==> run_1/gate_families.png <==
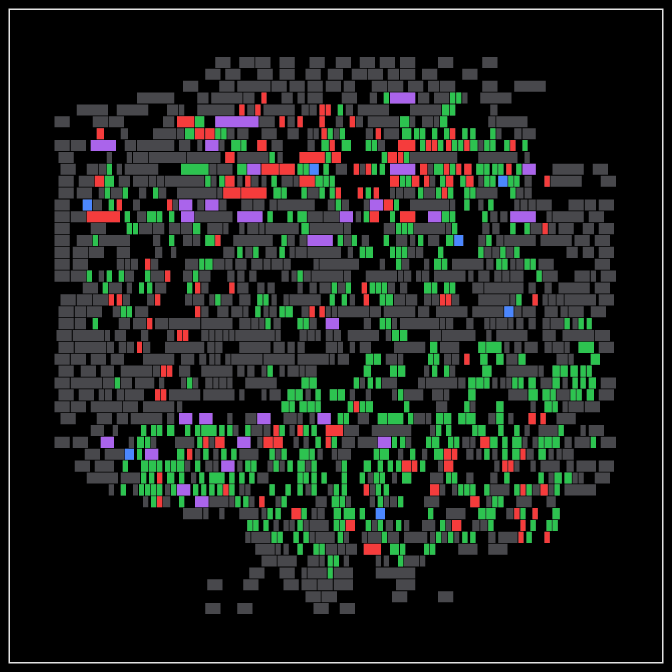
==> run_1/wire_density.png <==
Scale bar: 50 um. The die is cut into 30 by 30 equal tiles; dark blue is low, red is high, scaled to the fullest tile. Values are wire area over tile area, all layers added.
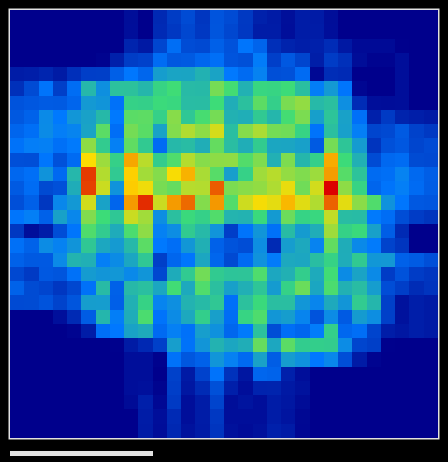
==> run_1/final_congestion.png <==
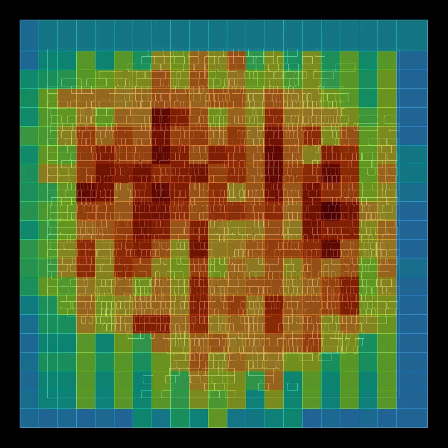
===== src/rtl/pc_seq_ctrl.sv =====
// -----------------------------------------------------------------------------
// pc_seq_ctrl
//
// Next-PC sequencer for the MIPS fetch stage. Owns the PC register and picks
// the next fetch address from four sources:
//   - sequential     : pc + 4
//   - branch         : pc + 4 + ext({br_imm, 2'b00})  (signed or unsigned)
//   - jump (J/JAL)   : {pc_plus4[31:28], j_index, 2'b00}
//   - jump-register  : jr_addr, used exactly as supplied
//
// A conditional branch whose compare result is not ready in its fetch slot
// parks the sequencer in BR_WAIT. The PC holds there until the ALU delivers
// cmp_valid, and the captured branch target is then taken or dropped.
//
// Ports
//   clk        in   1   system clock, rising edge
//   rst        in   1   synchronous active-high reset
//   stall      in   1   pipeline stall; freezes PC and FSM
//   br_req     in   1   conditional branch in the current fetch slot
//   br_imm     in  16   branch immediate
//   br_sext    in   1   1 = sign-extend branch offset, 0 = zero-extend
//   cmp_valid  in   1   branch compare result valid (level)
//   cmp_taken  in   1   branch condition true, qualified by cmp_valid
//   j_req      in   1   J/JAL request
//   j_index    in  26   jump index field
//   jr_req     in   1   JR/JALR request
//   jr_addr    in  32   register jump target
//   pc         out 32   current PC (registered)
//   pc_plus4   out 32   pc + 4 (combinational from pc)
//   br_wait    out  1   high while waiting for a branch compare result
//   redirect   out  1   one-cycle pulse after a non-sequential PC load
// -----------------------------------------------------------------------------
module pc_seq_ctrl #(
  parameter logic [31:0] RESET_PC  = 32'h0000_0000,
  parameter int unsigned OFF_WIDTH = 18
) (
  input  logic        clk,
  input  logic        rst,
  input  logic        stall,
  input  logic        br_req,
  input  logic [15:0] br_imm,
  input  logic        br_sext,
  input  logic        cmp_valid,
  input  logic        cmp_taken,
  input  logic        j_req,
  input  logic [25:0] j_index,
  input  logic        jr_req,
  input  logic [31:0] jr_addr,
  output logic [31:0] pc,
  output logic [31:0] pc_plus4,
  output logic        br_wait,
  output logic        redirect
);

  typedef enum logic [0:0] {
    RUN     = 1'b0,
    BR_WAIT = 1'b1
  } state_t;

  // ---------------------------------------------------------------------------
  // State
  // ---------------------------------------------------------------------------
  state_t      r_state;
  logic [31:0] r_pc;
  logic [31:0] r_br_tgt;   // branch target captured when the compare is late
  logic        r_redirect;

  // ---------------------------------------------------------------------------
  // Target arithmetic (all 32-bit unsigned, wrap-around is silent)
  // ---------------------------------------------------------------------------
  logic [OFF_WIDTH-1:0] w_off;
  logic                 w_ext_fill;
  logic [31:0]          w_off_ext;
  logic [31:0]          w_pc_plus4;
  logic [31:0]          w_br_calc;
  logic [31:0]          w_j_tgt;

  assign w_pc_plus4 = r_pc + 32'd4;

  // Word offset: immediate shifted left by two, sized to the offset path.
  assign w_off = OFF_WIDTH'({br_imm, 2'b00});

  // Upper bits replicate the offset MSB only when sign extension is asked for.
  assign w_ext_fill = br_sext & w_off[OFF_WIDTH-1];
  assign w_off_ext  = {{(32-OFF_WIDTH){w_ext_fill}}, w_off};

  assign w_br_calc  = w_pc_plus4 + w_off_ext;

  // Jump stays inside the 256 MB region of the delay-slot address.
  assign w_j_tgt    = {w_pc_plus4[31:28], j_index, 2'b00};

  // ---------------------------------------------------------------------------
  // Sequencer FSM
  //
  // In RUN the request priority is jr > j > br > sequential. A branch with its
  // compare result available in the same slot resolves immediately; otherwise
  // the target is captured and the FSM waits in BR_WAIT, where new requests
  // are ignored and the PC holds. stall freezes everything, including an
  // already-valid compare result, which stays pending until stall drops.
  // ---------------------------------------------------------------------------
  // NOTE: state registers use non-blocking assignments so every branch of the
  // decision below reads the pre-edge values of r_pc/r_state/r_br_tgt.
  always_ff @(posedge clk) begin
    if (rst) begin
      r_state    <= RUN;
      r_pc       <= RESET_PC;
      r_br_tgt   <= 32'd0;
      r_redirect <= 1'b0;
    end else if (stall) begin
      r_redirect <= 1'b0;
    end else begin
      r_redirect <= 1'b0;
      case (r_state)
        RUN: begin
          if (jr_req) begin
            r_pc       <= jr_addr;
            r_redirect <= 1'b1;
          end else if (j_req) begin
            r_pc       <= w_j_tgt;
            r_redirect <= 1'b1;
          end else if (br_req) begin
            if (cmp_valid) begin
              r_pc       <= cmp_taken ? w_br_calc : w_pc_plus4;
              r_redirect <= cmp_taken;
            end else begin
              // Compare not ready: remember the target, hold the PC.
              r_br_tgt <= w_br_calc;
              r_state  <= BR_WAIT;
            end
          end else begin
            r_pc <= w_pc_plus4;
          end
        end

        BR_WAIT: begin
          // Consume cycle: the branch resolves against the captured target.
          if (cmp_valid) begin
            r_pc       <= cmp_taken ? r_br_tgt : w_pc_plus4;
            r_redirect <= cmp_taken;
            r_state    <= RUN;
          end
        end

        default: begin
          r_state <= RUN;
        end
      endcase
    end
  end

  // ---------------------------------------------------------------------------
  // Outputs
  // ---------------------------------------------------------------------------
  assign pc       = r_pc;
  assign pc_plus4 = w_pc_plus4;
  assign br_wait  = (r_state == BR_WAIT);
  assign redirect = r_redirect;

endmodule


===== config.mk =====
export PLATFORM = sky130hd
export DESIGN_NAME = pc_seq_ctrl
export DESIGN_NICKNAME = d
export VERILOG_FILES = /design/src/rtl/pc_seq_ctrl.sv
export SDC_FILE = /design/constraint.sdc
export NUM_CORES = 1
export LEC_CHECK = 0
export ABC_AREA = 1
export CAP_MARGIN = 20
export CORE_MARGIN = 10
export CORE_UTILIZATION = 41
export DETAILED_ROUTE_END_ITERATION = 16
export PLACE_DENSITY = 0.77
export SLEW_MARGIN = 10
export SYNTH_ARGS = -nofsm -noshare
export SYNTH_HDL_FRONTEND = slang
export SYNTH_SLANG_ARGS = --single-unit

===== constraint.sdc =====
create_clock -name clk -period 3.45 [get_ports clk]
set_clock_uncertainty 0.1 [all_clocks]
set_input_delay 0.5175 -clock clk [delete_from_list [all_inputs] [get_ports clk]]
set_output_delay 0.5175 -clock clk [all_outputs]
set_load 0.05 [all_outputs]

==> results.rst, run 1 <==
Implementation results
======================

.. list-table::
   :header-rows: 1

   * - Metric
     - Value
   * - Outcome
     - completed
   * - Global-route wire length before repair
     - 45.1 mm
   * - Total of fill cells in the finished design
     - 1,637
   * - Die ar.
     - 0.0223 mm2
   * - Tally of buffers added on design ports
     - 148
   * - Proportion of netlist area held by the largest area contributor
     - 19.3%
   * - Setup Slack @ Placement
     - -0.140 ns
   * - Flip-flop cell with the highest count after synthesis
     - sky130_fd_sc_hd__dfxtp_1
   * - Largest area contributor in the netlist
     - sky130_fd_sc_hd__dfxtp_1
   * - Std-Cell Core Area
     - 0.0165 mm2
   * - Pin count of the biggest net entering global routing
     - 54
   * - Multi-input logic portion of the cell area
     - 51.2%
   * - Cell at the root of the clock tree
     - sky130_fd_sc_hd__clkbuf_16
   * - Headroom to the max-slew limit
     - 55.3%
   * - Yosys cell types
     - 45
   * - TritonCTS clock tree
     - yes
   * - Vertical die dimension
     - 149 um
   * - Post-synthesis instance total
     - 1,198
   * - Count of non-CTS inverters in the layout
     - 211
   * - Number of flip-flops and latches in the synthesized netlist
     - 66
   * - Path class of the lowest-slack min-delay path
     - reg -> reg
   * - Vias in the first global route
     - 8,508
   * - Synth async-reset ratio
     - 0%
   * - Fraction of cell area in non-clock buffers
     - 20.0%
   * - Critical Path Source Type
     - flop
   * - Flop area
     - 0.00135 mm2
   * - Wire length on met1
     - 11.5 mm
   * - Category of the critical setup timing path
     - reg -> out
   * - Crit end category
     - primary output
   * - Minimum setup slack in the final design
     - 0.0801 ns
   * - Log Warnings
     - 34
   * - Slew at the pin closest to its max-slew limit
     - 0.669 ns
-- gate_families.png (at the start) --
- NOR gates: red (cells 125; most used nor2_1)
- XOR/XNOR gates: purple (cells 28; most used xor2_1)
- AND and OR gates: blue (cells 7)
- NAND gates: green (cells 448; most used nand2_1)

-- wire_density.png (at the start) --
- tiles over half the peak: 13%
- nearly empty tiles: 22%
- fullest tile: 0.96
Total Wirelength: 29.6 mm
global routing usage summed across all routing layers: 25.5%
via count: 8,774

-- final_congestion.png (at the start) --
GR Layer Usage met2: 40.7%
global-route track usage on met3: 6.77%
grt met1 use: 30.8%

run 1: logic make-up (layout without fill, tap and decap cells):
family,count (synthesis),after routing,share of synthesized area (%)
and+or+nand+nor,580,580,36.0
buffers and inverters,250,424,14.2
xor gates and xnor gates,28,28,3.68
DFF,66,66,19.3
adders and majority gates,38,38,7.04
AOI/OAI and AO/OA,236,236,19.9
run 1: critical path, stage by stage (launching register included):
cell and delay (ns):
sky130_fd_sc_hd__dfxtp_1 0.41, sky130_fd_sc_hd__nand2_1 0.13, sky130_fd_sc_hd__nor2_2 0.17, sky130_fd_sc_hd__buf_4 0.16, sky130_fd_sc_hd__nand2_1 0.06, sky130_fd_sc_hd__nor2_2 0.14, sky130_fd_sc_hd__buf_4 0.15, sky130_fd_sc_hd__nand2_1 0.05
sky130_fd_sc_hd__nand2_1 0.06, sky130_fd_sc_hd__nand2_1 0.12, sky130_fd_sc_hd__inv_1 0.14, sky130_fd_sc_hd__clkdlybuf4s50_1 0.82
run 1: repair_timing:
action,CTS,global route
setup buffers,1,4
hold buffers,0,0
pin swaps,2,5
gates resized,7,62
setup endpoints to repair,6,32
run 1: stage by stage:
| step | hold WS [ns] | setup TNS, ns | instances | total power, W | instance area [um2] |
|---|---|---|---|---|---|
| detailed placement | 0.388 | -0.291 | 1572 | 0.00223 | 8840 |
| CTS | 0.395 | 0 | 1588 | 0.00314 | 9170 |
| global placement | 0.377 | -0.356 | 1572 | 0.00222 | 8840 |
| finish | 0.397 | 0 | 1592 | 0.00320 | 9400 |
| floorplan | 0.357 | 0 | 1198 | 0.00171 | 6900 |
| global route | 0.422 | -0.153 | 1592 | 0.00335 | 9400 |
run 1: power by group:
part / switching (W) / internal [W]
clock network: 0.000348 / 0.000573
registers: 0.0000624 / 0.000808
logic: 0.000921 / 0.000490
total: 0.00133 / 0.00187
==> run_1/cell_classes.png <==
Scale bar: 50 um.
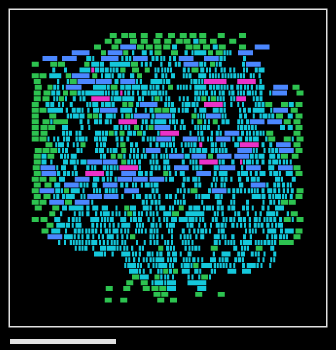

==> run 1 -> run 2 <==
CORE_MARGIN = 2   (was 10)
CTS_CLUSTER_SIZE = 28   (was not set)
REMOVE_ABC_BUFFERS = 1   (was not set)
==> run_2/cell_classes.png <==
Scale bar: 50 um.
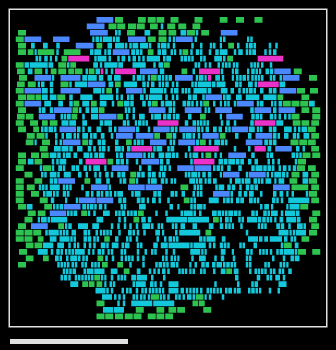
- other buffers and delay cells: green (cells 211)
- all other logic: cyan (cells 1,093)
- clock drivers and dummy loads: magenta (cells 14)
- flip-flops: blue (cells 66)
Seq area share: 14.1%
row count: 47
summed area of non-filler cells in the final layout: 0.00952 mm2
final core utilization: 57.8%

==> results.rst, run 2 <==
Implementation results
======================

.. list-table::
   :header-rows: 1

   * - Metric
     - Value
   * - Outcome
     - completed
   * - Net switching power of the design
     - 0.00134 W
   * - Slew at the pin closest to its max-slew limit
     - 0.708 ns
   * - Final-layout setup total negative slack
     - 0 ns
   * - Wire length on met1
     - 11.7 mm
   * - Flip-flop cell with the highest count after synthesis
     - sky130_fd_sc_hd__dfxtp_1
   * - Global routing usage summed across all routing layers
     - 32.0%
   * - Grt met1 use
     - 42.4%
   * - Share of total power in sequential cells
     - 26.2%
   * - Total cell area at the placement stage
     - 0.00893 mm2
   * - Switching portion of total power
     - 40.4%
   * - Global-route wire length before repair
     - 44.0 mm
   * - Cell chain of the critical path
     - ha_2 > nand3_2 > nor3_4 > buf_4 > xor2_2 > buf_4 > ha_1 > nand2_1 > inv_1 > nand2_1 > nand2_1 > inv_1 > nand3_2 > xor2_1 > buf_4 > o21ai_0 > nand2_1 > o211ai_1 > o21ai_0
   * - Worst path top cell family by delay
     - simple AND/OR/NAND/NOR gates
   * - Path class of the lowest-slack min-delay path
     - reg -> reg
   * - GR Layer Usage met2
     - 48.7%
   * - Vertical die dimension
     - 133 um
   * - Flop area
     - 0.00135 mm2
   * - Std-Cell Core Area
     - 0.0165 mm2
   * - Number of flip-flops and latches in the synthesized netlist
     - 66
   * - Slowest stage cell on the critical path
     - sky130_fd_sc_hd__dfxtp_4
   * - Internal portion of total power
     - 0.00197 W
   * - Sum of buffers and inverters on the critical path
     - 5
   * - Combinational share of power
     - 43.8%
   * - Worst-case hold slack
     - 0.393 ns
   * - Pin count of the biggest net entering global routing
     - 54
   * - Category of the critical setup timing path
     - reg -> reg
   * - Critical Path Source Type
     - flop
   * - Cell occurring most often along the worst timing path
     - sky130_fd_sc_hd__nand2_1
   * - Minimum setup slack in the final design
     - 0.113 ns
   * - Dpl cells
     - 1,588
   * - Filler-free cell count of the finished design
     - 1,604
   * - Synth async-reset ratio
     - 0%
   * - Crit end category
     - flop
   * - Cell at the root of the clock tree
     - sky130_fd_sc_hd__clkbuf_16
   * - Headroom to the max-slew limit
     - 52.8%
   * - TritonCTS clock tree
     - yes
## run 2: cell counts after synthesis
Identical to the previous run, type by type.
## run 2: final cells by class
class                   count  share of cell area [%]
inverters                 211                    8.32
multi-input cells         882                    50.6
repair buffers            211                    20.9
flip-flops and latches     66                    14.1
clock inverters             3                   0.683
clock buffers              11                    2.55
well taps                 220                    2.89
## run 2: cell families after synthesis
logic type | after synthesis | share of synthesized area [%]
AND-OR/OR-AND | 236 | 19.9
adder cells (fa/ha/maj) | 38 | 7.04
XOR/XNOR | 28 | 3.68
flip-flops | 66 | 19.3
buffers and inverters | 250 | 14.2
AND/OR/NAND/NOR | 580 | 36.0
## run 2: power groups by stage
stage	Clock, W	Combinational [W]	Sequential, W
finish	0.000993	0.00145	0.000867
global route	0.00103	0.00155	0.000872
CTS	0.000994	0.00139	0.000860
detailed placement	0	0.00138	0.000875
global placement	0	0.00138	0.000876
floorplan	0	0.000683	0.000993
## run 2: worst max path at each step
stage	slack, ns	depth (start not counted)	to	startpoint
after floorplan	-0.65	14	r_br_tgt[30]$_SDFFE_PP0P_	pc[2]$_SDFFE_PP0P_
after global placement	0.03	21	pc[31]$_SDFFE_PP0P_	pc[4]$_SDFFE_PP0P_
after detailed placement	0.03	20	r_br_tgt[31]$_SDFFE_PP0P_	pc[2]$_SDFFE_PP0P_
after CTS	-0.0008	20	r_br_tgt[31]$_SDFFE_PP0P_	pc[2]$_SDFFE_PP0P_
after global routing	-0.01	21	pc[27]$_SDFFE_PP0P_	pc[14]$_SDFFE_PP0P_
final	0.11	19	pc[11]$_SDFFE_PP0P_	pc[2]$_SDFFE_PP0P_
## run 2: timing repair
item                                   CTS  global route
gates resized                            0            66
endpoints found under the hold margin    0             0
hold buffers                             0             0
buffers inserted                         0             2
pin swaps                                0             5
setup endpoints to repair                1            42
Power figures rest on the tool's default switching activity, not on a simulated workload.
